`src/rtl/fb_pkg.sv`:
```
// Shared constants and types for the rectangle fill engine.
package fb_pkg;

  localparam int FB_WIDTH  = 320;
  localparam int FB_HEIGHT = 180;
  localparam int PIXEL_W   = 8;
  localparam int COORD_W   = 10;
  localparam int FB_ADDR_W = $clog2(FB_WIDTH * FB_HEIGHT);

  typedef struct packed {
    logic [COORD_W-1:0] x;
    logic [COORD_W-1:0] y;
    logic [COORD_W-1:0] w;
    logic [COORD_W-1:0] h;
    logic [PIXEL_W-1:0] color;
  } rect_cmd_t;

  typedef enum logic [1:0] {
    IDLE,
    CLIP,
    FILL
  } fill_state_t;

endpackage

```
`src/rtl/fb_rect_filler_if.sv`:
```
// Command and pixel-write valid/ready buses of the rectangle fill engine.
interface rect_cmd_if;
  import fb_pkg::*;

  logic               cmd_valid;
  logic               cmd_ready;
  logic [COORD_W-1:0] cmd_x;
  logic [COORD_W-1:0] cmd_y;
  logic [COORD_W-1:0] cmd_w;
  logic [COORD_W-1:0] cmd_h;
  logic [PIXEL_W-1:0] cmd_color;

  modport master (output cmd_valid, cmd_x, cmd_y, cmd_w, cmd_h, cmd_color,
                  input  cmd_ready);
  modport slave  (input  cmd_valid, cmd_x, cmd_y, cmd_w, cmd_h, cmd_color,
                  output cmd_ready);
endinterface

interface pix_wr_if;
  import fb_pkg::*;

  logic                 wr_valid;
  logic                 wr_ready;
  logic [FB_ADDR_W-1:0] wr_addr;
  logic [PIXEL_W-1:0]   wr_data;

  modport master (output wr_valid, wr_addr, wr_data, input wr_ready);
  modport slave  (input  wr_valid, wr_addr, wr_data, output wr_ready);
endinterface

```
`src/rtl/rect_clipper.sv`:
```
// Combinational clip of a rectangle command against the screen bounds.
module rect_clipper
  import fb_pkg::*;
(
  input  rect_cmd_t            cmd_i,
  output logic [COORD_W:0]     x0_o,
  output logic [COORD_W:0]     x1_o,
  output logic [COORD_W:0]     y0_o,
  output logic [COORD_W:0]     y1_o,
  output logic                 empty_o,
  output logic [FB_ADDR_W-1:0] start_addr_o
);

  localparam logic [COORD_W:0] W_LIM = (COORD_W+1)'(FB_WIDTH);
  localparam logic [COORD_W:0] H_LIM = (COORD_W+1)'(FB_HEIGHT);

  logic [COORD_W:0] x_end;
  logic [COORD_W:0] y_end;

  always_comb begin
    // One extra bit keeps x+w / y+h from wrapping before the min().
    x_end        = {1'b0, cmd_i.x} + {1'b0, cmd_i.w};
    y_end        = {1'b0, cmd_i.y} + {1'b0, cmd_i.h};
    x0_o         = {1'b0, cmd_i.x};
    y0_o         = {1'b0, cmd_i.y};
    x1_o         = (x_end > W_LIM) ? W_LIM : x_end;
    y1_o         = (y_end > H_LIM) ? H_LIM : y_end;
    empty_o      = (cmd_i.w == '0) || (cmd_i.h == '0) ||
                   ({1'b0, cmd_i.x} >= W_LIM) || ({1'b0, cmd_i.y} >= H_LIM);
    start_addr_o = FB_ADDR_W'(cmd_i.y) * FB_ADDR_W'(FB_WIDTH) + FB_ADDR_W'(cmd_i.x);
  end

endmodule

```
`src/rtl/fb_rect_filler.sv`:
```
// Rectangle fill engine: accepts a command, clips it, streams row-major pixel writes.
module fb_rect_filler
  import fb_pkg::*;
(
  input  logic         clk_in,
  input  logic         rst_in,
  rect_cmd_if.slave    cmd,
  pix_wr_if.master     wr,
  output logic         busy,
  output logic         done
);

  fill_state_t          state_q;
  rect_cmd_t            cmd_q;
  logic                 cmd_ready_q;
  logic                 wr_valid_q;
  logic [FB_ADDR_W-1:0] addr_q;
  logic [FB_ADDR_W-1:0] row_base_q;
  logic [PIXEL_W-1:0]   data_q;
  logic [COORD_W:0]     x0_q;
  logic [COORD_W:0]     x1_q;
  logic [COORD_W:0]     y1_q;
  logic [COORD_W:0]     col_q;
  logic [COORD_W:0]     row_q;
  logic                 busy_q;
  logic                 done_q;

  logic [COORD_W:0]     clip_x0;
  logic [COORD_W:0]     clip_x1;
  logic [COORD_W:0]     clip_y0;
  logic [COORD_W:0]     clip_y1;
  logic                 clip_empty;
  logic [FB_ADDR_W-1:0] clip_start;

  localparam logic [COORD_W:0]     ONE      = (COORD_W+1)'(1);
  localparam logic [FB_ADDR_W-1:0] ROW_STEP = FB_ADDR_W'(FB_WIDTH);

  rect_clipper u_clipper (
    .cmd_i        (cmd_q),
    .x0_o         (clip_x0),
    .x1_o         (clip_x1),
    .y0_o         (clip_y0),
    .y1_o         (clip_y1),
    .empty_o      (clip_empty),
    .start_addr_o (clip_start)
  );

  always_ff @(posedge clk_in or negedge rst_in) begin
    if (!rst_in) begin
      state_q     <= IDLE;
      cmd_q       <= '0;
      cmd_ready_q <= 1'b1;
      wr_valid_q  <= 1'b0;
      addr_q      <= '0;
      row_base_q  <= '0;
      data_q      <= '0;
      x0_q        <= '0;
      x1_q        <= '0;
      y1_q        <= '0;
      col_q       <= '0;
      row_q       <= '0;
      busy_q      <= 1'b0;
      done_q      <= 1'b0;
    end else begin
      done_q <= 1'b0;
      case (state_q)
        IDLE: begin
          if (cmd.cmd_valid && cmd_ready_q) begin
            cmd_q.x     <= cmd.cmd_x;
            cmd_q.y     <= cmd.cmd_y;
            cmd_q.w     <= cmd.cmd_w;
            cmd_q.h     <= cmd.cmd_h;
            cmd_q.color <= cmd.cmd_color;
            cmd_ready_q <= 1'b0;
            busy_q      <= 1'b1;
            state_q     <= CLIP;
          end
        end
        CLIP: begin
          if (clip_empty) begin
            cmd_ready_q <= 1'b1;
            busy_q      <= 1'b0;
            done_q      <= 1'b1;
            state_q     <= IDLE;
          end else begin
            x0_q       <= clip_x0;
            x1_q       <= clip_x1;
            y1_q       <= clip_y1;
            col_q      <= clip_x0;
            row_q      <= clip_y0;
            row_base_q <= clip_start;
            addr_q     <= clip_start;
            data_q     <= cmd_q.color;
            wr_valid_q <= 1'b1;
            state_q    <= FILL;
          end
        end
        FILL: begin
          // wr_valid is always high here, so wr_ready alone marks a handshake.
          if (wr.wr_ready) begin
            if (col_q == x1_q - ONE) begin
              if (row_q == y1_q - ONE) begin
                wr_valid_q  <= 1'b0;
                cmd_ready_q <= 1'b1;
                busy_q      <= 1'b0;
                done_q      <= 1'b1;
                state_q     <= IDLE;
              end else begin
                row_q      <= row_q + ONE;
                col_q      <= x0_q;
                row_base_q <= row_base_q + ROW_STEP;
                addr_q     <= row_base_q + ROW_STEP;
              end
            end else begin
              col_q  <= col_q + ONE;
              addr_q <= addr_q + FB_ADDR_W'(1);
            end
          end
        end
        default: state_q <= IDLE;
      endcase
    end
  end

  assign cmd.cmd_ready = cmd_ready_q;
  assign wr.wr_valid   = wr_valid_q;
  assign wr.wr_addr    = addr_q;
  assign wr.wr_data    = data_q;
  assign busy          = busy_q;
  assign done          = done_q;

endmodule

```
`src/flat_wrapper.sv`:
```
// flat-port wrapper written by rule: the top's interface ports become plain ports
module fb_rect_filler_flat import fb_pkg::*;
  (clk_in, rst_in, busy, done, cmd_cmd_valid, cmd_cmd_x, cmd_cmd_y, cmd_cmd_w, cmd_cmd_h, cmd_cmd_color, cmd_cmd_ready, wr_wr_valid, wr_wr_addr, wr_wr_data, wr_wr_ready);
  rect_cmd_if cmd_i ();
  pix_wr_if wr_i ();
  input  logic clk_in;
  input  logic rst_in;
  output logic busy;
  output logic done;
  input wire logic [$bits(cmd_i.cmd_valid)-1:0] cmd_cmd_valid;
  input wire logic [$bits(cmd_i.cmd_x)-1:0] cmd_cmd_x;
  input wire logic [$bits(cmd_i.cmd_y)-1:0] cmd_cmd_y;
  input wire logic [$bits(cmd_i.cmd_w)-1:0] cmd_cmd_w;
  input wire logic [$bits(cmd_i.cmd_h)-1:0] cmd_cmd_h;
  input wire logic [$bits(cmd_i.cmd_color)-1:0] cmd_cmd_color;
  output wire logic [$bits(cmd_i.cmd_ready)-1:0] cmd_cmd_ready;
  output wire logic [$bits(wr_i.wr_valid)-1:0] wr_wr_valid;
  output wire logic [$bits(wr_i.wr_addr)-1:0] wr_wr_addr;
  output wire logic [$bits(wr_i.wr_data)-1:0] wr_wr_data;
  input wire logic [$bits(wr_i.wr_ready)-1:0] wr_wr_ready;
  assign cmd_i.cmd_valid = cmd_cmd_valid;
  assign cmd_i.cmd_x = cmd_cmd_x;
  assign cmd_i.cmd_y = cmd_cmd_y;
  assign cmd_i.cmd_w = cmd_cmd_w;
  assign cmd_i.cmd_h = cmd_cmd_h;
  assign cmd_i.cmd_color = cmd_cmd_color;
  assign cmd_cmd_ready = cmd_i.cmd_ready;
  assign wr_wr_valid = wr_i.wr_valid;
  assign wr_wr_addr = wr_i.wr_addr;
  assign wr_wr_data = wr_i.wr_data;
  assign wr_i.wr_ready = wr_wr_ready;
  fb_rect_filler u_core (.clk_in(clk_in), .rst_in(rst_in), .cmd(cmd_i), .wr(wr_i), .busy(busy), .done(done));
endmodule
```
`config.mk`:
```
export PLATFORM = sky130hd
export DESIGN_NAME = fb_rect_filler_flat
export DESIGN_NICKNAME = d
export VERILOG_FILES = /design/src/rtl/fb_pkg.sv /design/src/rtl/fb_rect_filler_if.sv /design/src/rtl/rect_clipper.sv /design/src/rtl/fb_rect_filler.sv /design/src/flat_wrapper.sv
export SDC_FILE = /design/constraint.sdc
export NUM_CORES = 1
export LEC_CHECK = 0
export ABC_AREA = 1
export CORE_AREA = 2 2 126 140
export DETAILED_ROUTE_END_ITERATION = 8
export DIE_AREA = 0 0 128 142
export PLACE_DENSITY_LB_ADDON = 0.3
export SETUP_SLACK_MARGIN = 0.3
export SLEW_MARGIN = 20
export SYNTH_ARGS = -nofsm -noshare
export SYNTH_HDL_FRONTEND = slang
export SYNTH_SLANG_ARGS = --single-unit
```
`constraint.sdc`:
```
create_clock -name clk_in -period 7.2 [get_ports clk_in]
set_input_delay 2.16 -clock clk_in [delete_from_list [all_inputs] [get_ports clk_in]]
set_output_delay 2.16 -clock clk_in [all_outputs]
set_load 0.005 [all_outputs]
```
==> CHANGELOG.md <==
### Implementation results

- Register area: 3700 um^2
- Worst min path class: flip-flop to flip-flop
- RSZ-0062 raised after global routing: false
- Hold path depth: 2
- Die W: between 100 and 150 um
- Layout cells sized above 1: 7.95%
- FP Util: approximately 59%
- Initial antenna violation count: 0
- EDFF count, synth: 0
- Wirelength per Cell: 14.9 um
- Final nets: 1473
- Syn avg cell area: 7.54 um^2
- Worst Skew: 0.0119 ns
- Post-DP Area: 10700 um^2
- Drt initial violations: 679
- First-pass iteration count of the detailed router: 5
- HPWL Detailed: about 17000 um
- Cycle use final: 55.9%
- Asr flop ratio synth: 100%
- Overflow left after global routing: 0
- Port Buf Inserts: 79
- Clock transition at path regs: about 0.070 ns
- Syn. warnings: 0
- Commonest Layout Cell: nand2_1
- Yosys reg bits: 148
- Netlist cell types: around 45
- R2r endpoint: u_core.col_q[8]$_DFFE_PN0P_
- Type of the worst setup path: input pin to flip-flop
- Root Driver: clkbuf_16
- CP Capture Type: flip-flop
- Row Count: 50
- Clock latency on the worst-skew pair: 0.43 ns
- Logic area: 5520 um^2
- Cells after synthesis: 1305
- Ys flop type: dfrtp_1
- Final Slew Violations: 0
- CTS Hold Buffers Added: 0
- Die height: 142 um
- Period minus WS final: between 4 and 5 ns
- Max FO, Critical Path: 29
- Design area: 11300 um^2
- Crit path arrival time: approximately 4.3 ns
- Final GP Congestion: 0.893
- Clk sinks: 148
- Largest net degree at the start of global routing: 101
- Clk buf depth: 2
- Max_cap viols: 0
- Top cells excl fill/tap: nand2_1 (427), dfrtp_1 (147), nor2_1 (106)
- Syn Nets: 1408
- Worst Hold Endpoint: u_core.wr.wr_data[1]$_DFFE_PN0P_
- Critical Path RT: approximately 7.5 ns
- Critical path launch point type: input pin
- CTS Buf Count: 17
- Synthesized cell area: a little under 10000 um^2
- # DRC: 0
- Finished Layout Cells: 1591
- Vias per Instance: 5.50
- Endpoints failing setup: 0
- R2R Path Start: u_core.x1_q[1]$_DFFE_PN0P_
- Relative slew margins: 34.9%
- Placed cell count: 1559
- Least-Margin Pin Slew: 0.973 ns
- Status: finished clean
- H-tree depth: 4
- Vias in the first global route: 8173
- Filler instances: 1444
- Core area: 16800 um^2
- ANT cells: 0
- Number of hold violations in the final report: 0
- Flop2flop setup slack: 3.61 ns
- Setup Fix Bufs, Post-CTS: 0
- Reg2Reg Depth: 14
- ANT nets after route: 0
- Ys cells: 1305
- Hold Path Origin: u_core.cmd_q[1]$_DFFE_PN0P_
- Seq share, synth: between 30 and 40%
- Max Clk Rate: 248 MHz
- OpenROAD warning count: 31
- Setup TNS: 0 ns
- Yosys stat area: 9830 um^2
- Total track usage: 27.5%
- Post-CTS Resized: 0
- I/O pin count: 80
- LEAKAGE: 5.60 nW
- Worst VDD drop: 0.355 mV
- CTS tree: done
- Die area: 18200 um^2
- Pwr/cell area: 554 nW/um^2
- Minimum hold slack: approximately 0.47 ns
- First-pass GRT wire length: around 40000 um
- Total design power: 6.25 mW
- Area Overhead vs Synth: 14.8%
[synth_stat cells (all sizes together), types with 2 or more instances]
master  count  share of area, %
a21o        2              0.15
and2        2              0.13
o22ai       8              0.51
o211ai      6              0.46
inv       107               4.1
nor3b       2              0.15
and3        2              0.13
a21oi      36               1.8
buf        19               1.4
nand3b      7              0.53
or2        10              0.64
fa          4              0.81
xor2       44               3.9
nand2     432                17
a31oi       2              0.13
dfrtp     147                37
nor2      114               4.9
mux2       40               4.6
nand4      20               1.3
clkinv      2             0.076
clkbuf     19              0.73
nor3       10              0.51
ha         47               6.0
xnor2      28               2.5
o21ai      79               4.0
o21bai      2              0.15
nand3     106               5.4
nor4        2              0.13
[how the worst max path moves through the flow]
stage | start | to | slack [ns] | cells after the start
final | wr_wr_ready | u_core.col_q[8]$_DFFE_PN0P_ | 3.17 | 8
after global routing | wr_wr_ready | u_core.wr.wr_addr[10]$_DFFE_PN0P_ | 2.95 | 8
after CTS | u_core.state_q[0]$_DFFE_PN0P_ | u_core.wr.wr_addr[10]$_DFFE_PN0P_ | 2.93 | 11
after detailed placement | wr_wr_ready | u_core.col_q[0]$_DFFE_PN0P_ | 2.73 | 8
after global placement | wr_wr_ready | u_core.wr.wr_addr[0]$_DFFE_PN0P_ | 2.82 | 8
after floorplan | cmd_cmd_valid | u_core.cmd_q[0]$_DFFE_PN0P_ | 3.81 | 4
[flip-flops by register name (all words and copies together), names as in the netlist]
signal,cells
u_core.wr.wr_addr,16
u_core.x0_q,10
u_core.cmd_q,48
u_core.wr.wr_data,8
u_core.row_q,11
u_core.col_q,11
u_core.done,1
u_core.y1_q,11
u_core.row_base_q,16
u_core.wr.wr_valid,1
u_core.state_q,2
u_core.x1_q,11
u_core.cmd.cmd_ready,1
u_core.busy,1
[routing by layer]
layer	up-vias	global-route usage (%)	routed length [um]
li1	4375	-	-
met2	273	44.7	11300
met5	-	0	0
met4	0	10.9	677
met1	4046	36.1	10400
met3	52	5.64	1340
[cell families after synthesis]
family	Yosys count	synth area share (%)
and+or+nand+nor	707	30.6
xor gates and xnor gates	72	6.41
DFF	148	37.7
muxes	40	4.58
buffers and inverters	147	6.28
adders and majority gates	51	6.79
AOI/OAI and AO/OA	140	7.66
[area by class of cell]
cell class / instances / share of cell area (%)
multi-input combinational: 1010 / 48.9
sequential: 148 / 32.8
timing repair buffer: 84 / 7.35
clock buffer: 17 / 3.77
inverter: 109 / 3.62
tap: 208 / 2.31
clock inverter: 15 / 1.27
[critical path, stage by stage]
cell	delay, ns
clkdlybuf4s50_1	0.44
nor2_1	0.16
nor2_1	0.06
and2_1	0.16
nand2_1	0.69
inv_2	0.43
nand2_1	0.17
nand2_1	0.07
[report_power, final]
part,total [mW],internal [mW],switching [mW]
clock,0.870,0.484,0.386
combinational,3.71,1.49,2.22
sequential,1.67,1.22,0.447
total,6.25,3.20,3.06
[through the flow]
| stage | setup WS (ns) | utilization (%) |
|---|---|---|
| floorplan | 3.81 | - |
| global placement | 2.82 | 63.9 |
| detailed placement | 2.73 | 63.9 |
| CTS | 2.93 | 67.3 |
| global route | 2.95 | 67.3 |
| finish | 3.17 | 67.3 |
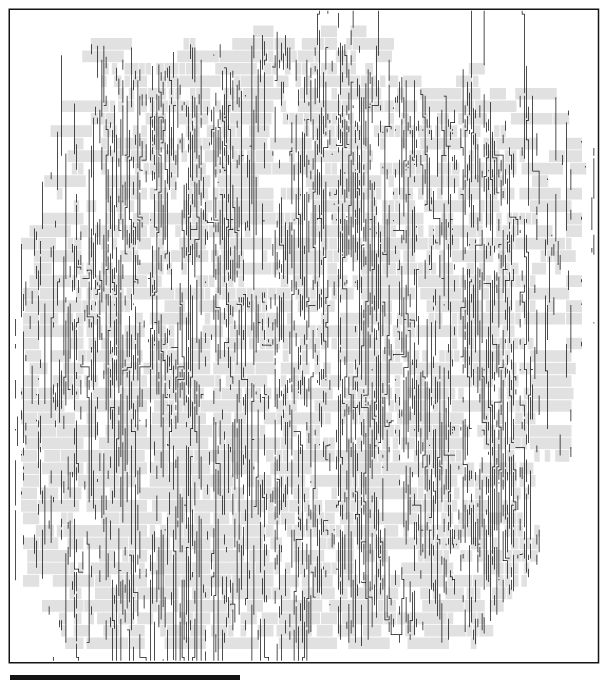
Figure 1: met2 routing.
Bar = 50 um. Cells faint in the background.
The layer carries 11300 um of wire. 1138 nets have wire on it. The wires run mostly vertical. The layer holds 48% of the routed length.

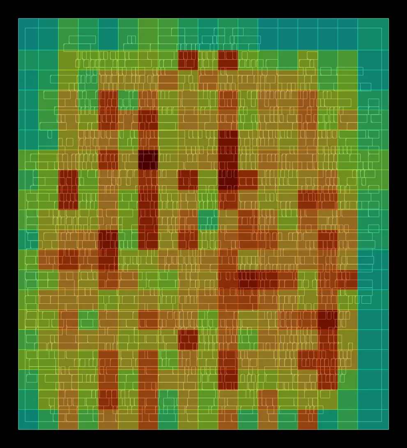
Figure 2: congestion heat map.
GR Util met3: 5.64%
global-route met1 utilization: 36.1%
Core Util, Final: 67.3%
GRT busiest layer: met2

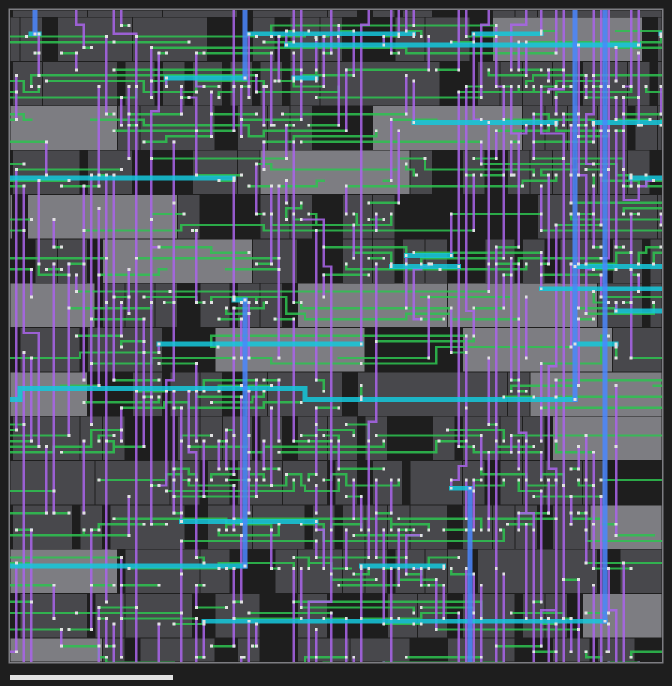
Figure 3: a small window of the routed layout.
Bar = 10 um. Region (44, 23) to (84, 63) um. Cells in gray, sequential cells in the stronger gray; small squares are vias.
Blue shows M4. Cyan shows M3. Green shows M1. Purple shows M2.
Sequential cells in the window: 17. Netlist names of flops here include `u_core.cmd_q` (7), `u_core.x0_q` (6), `u_core.x1_q` (4). 169 logic cells have their middle in the window. Most frequent: nand2_1 (41), nor2_1 (18), dfrtp_1 (17).

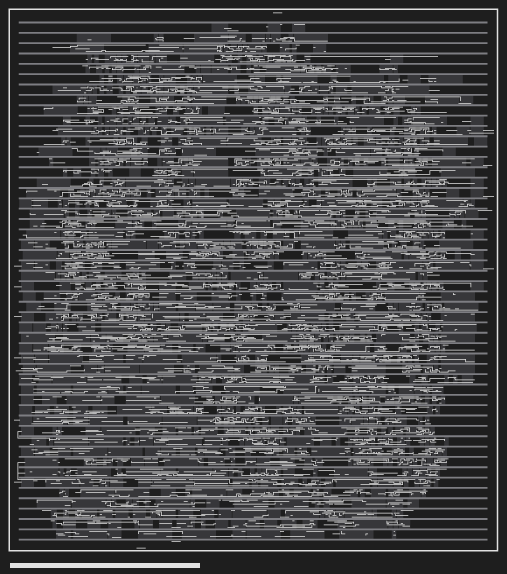
Figure 4: met1 routing.
Bar = 50 um. Supply wires on this layer in gray. Cells faint in the background.
The wires run mostly horizontal. 1368 nets have wire on it. The longest straight run is 35.0 um. The layer holds 44% of the routed length. The layer carries 10400 um of wire.
vias: 8746
Routed WL: 23700 um

Power figures rest on the tool's default switching activity, not on a simulated workload.
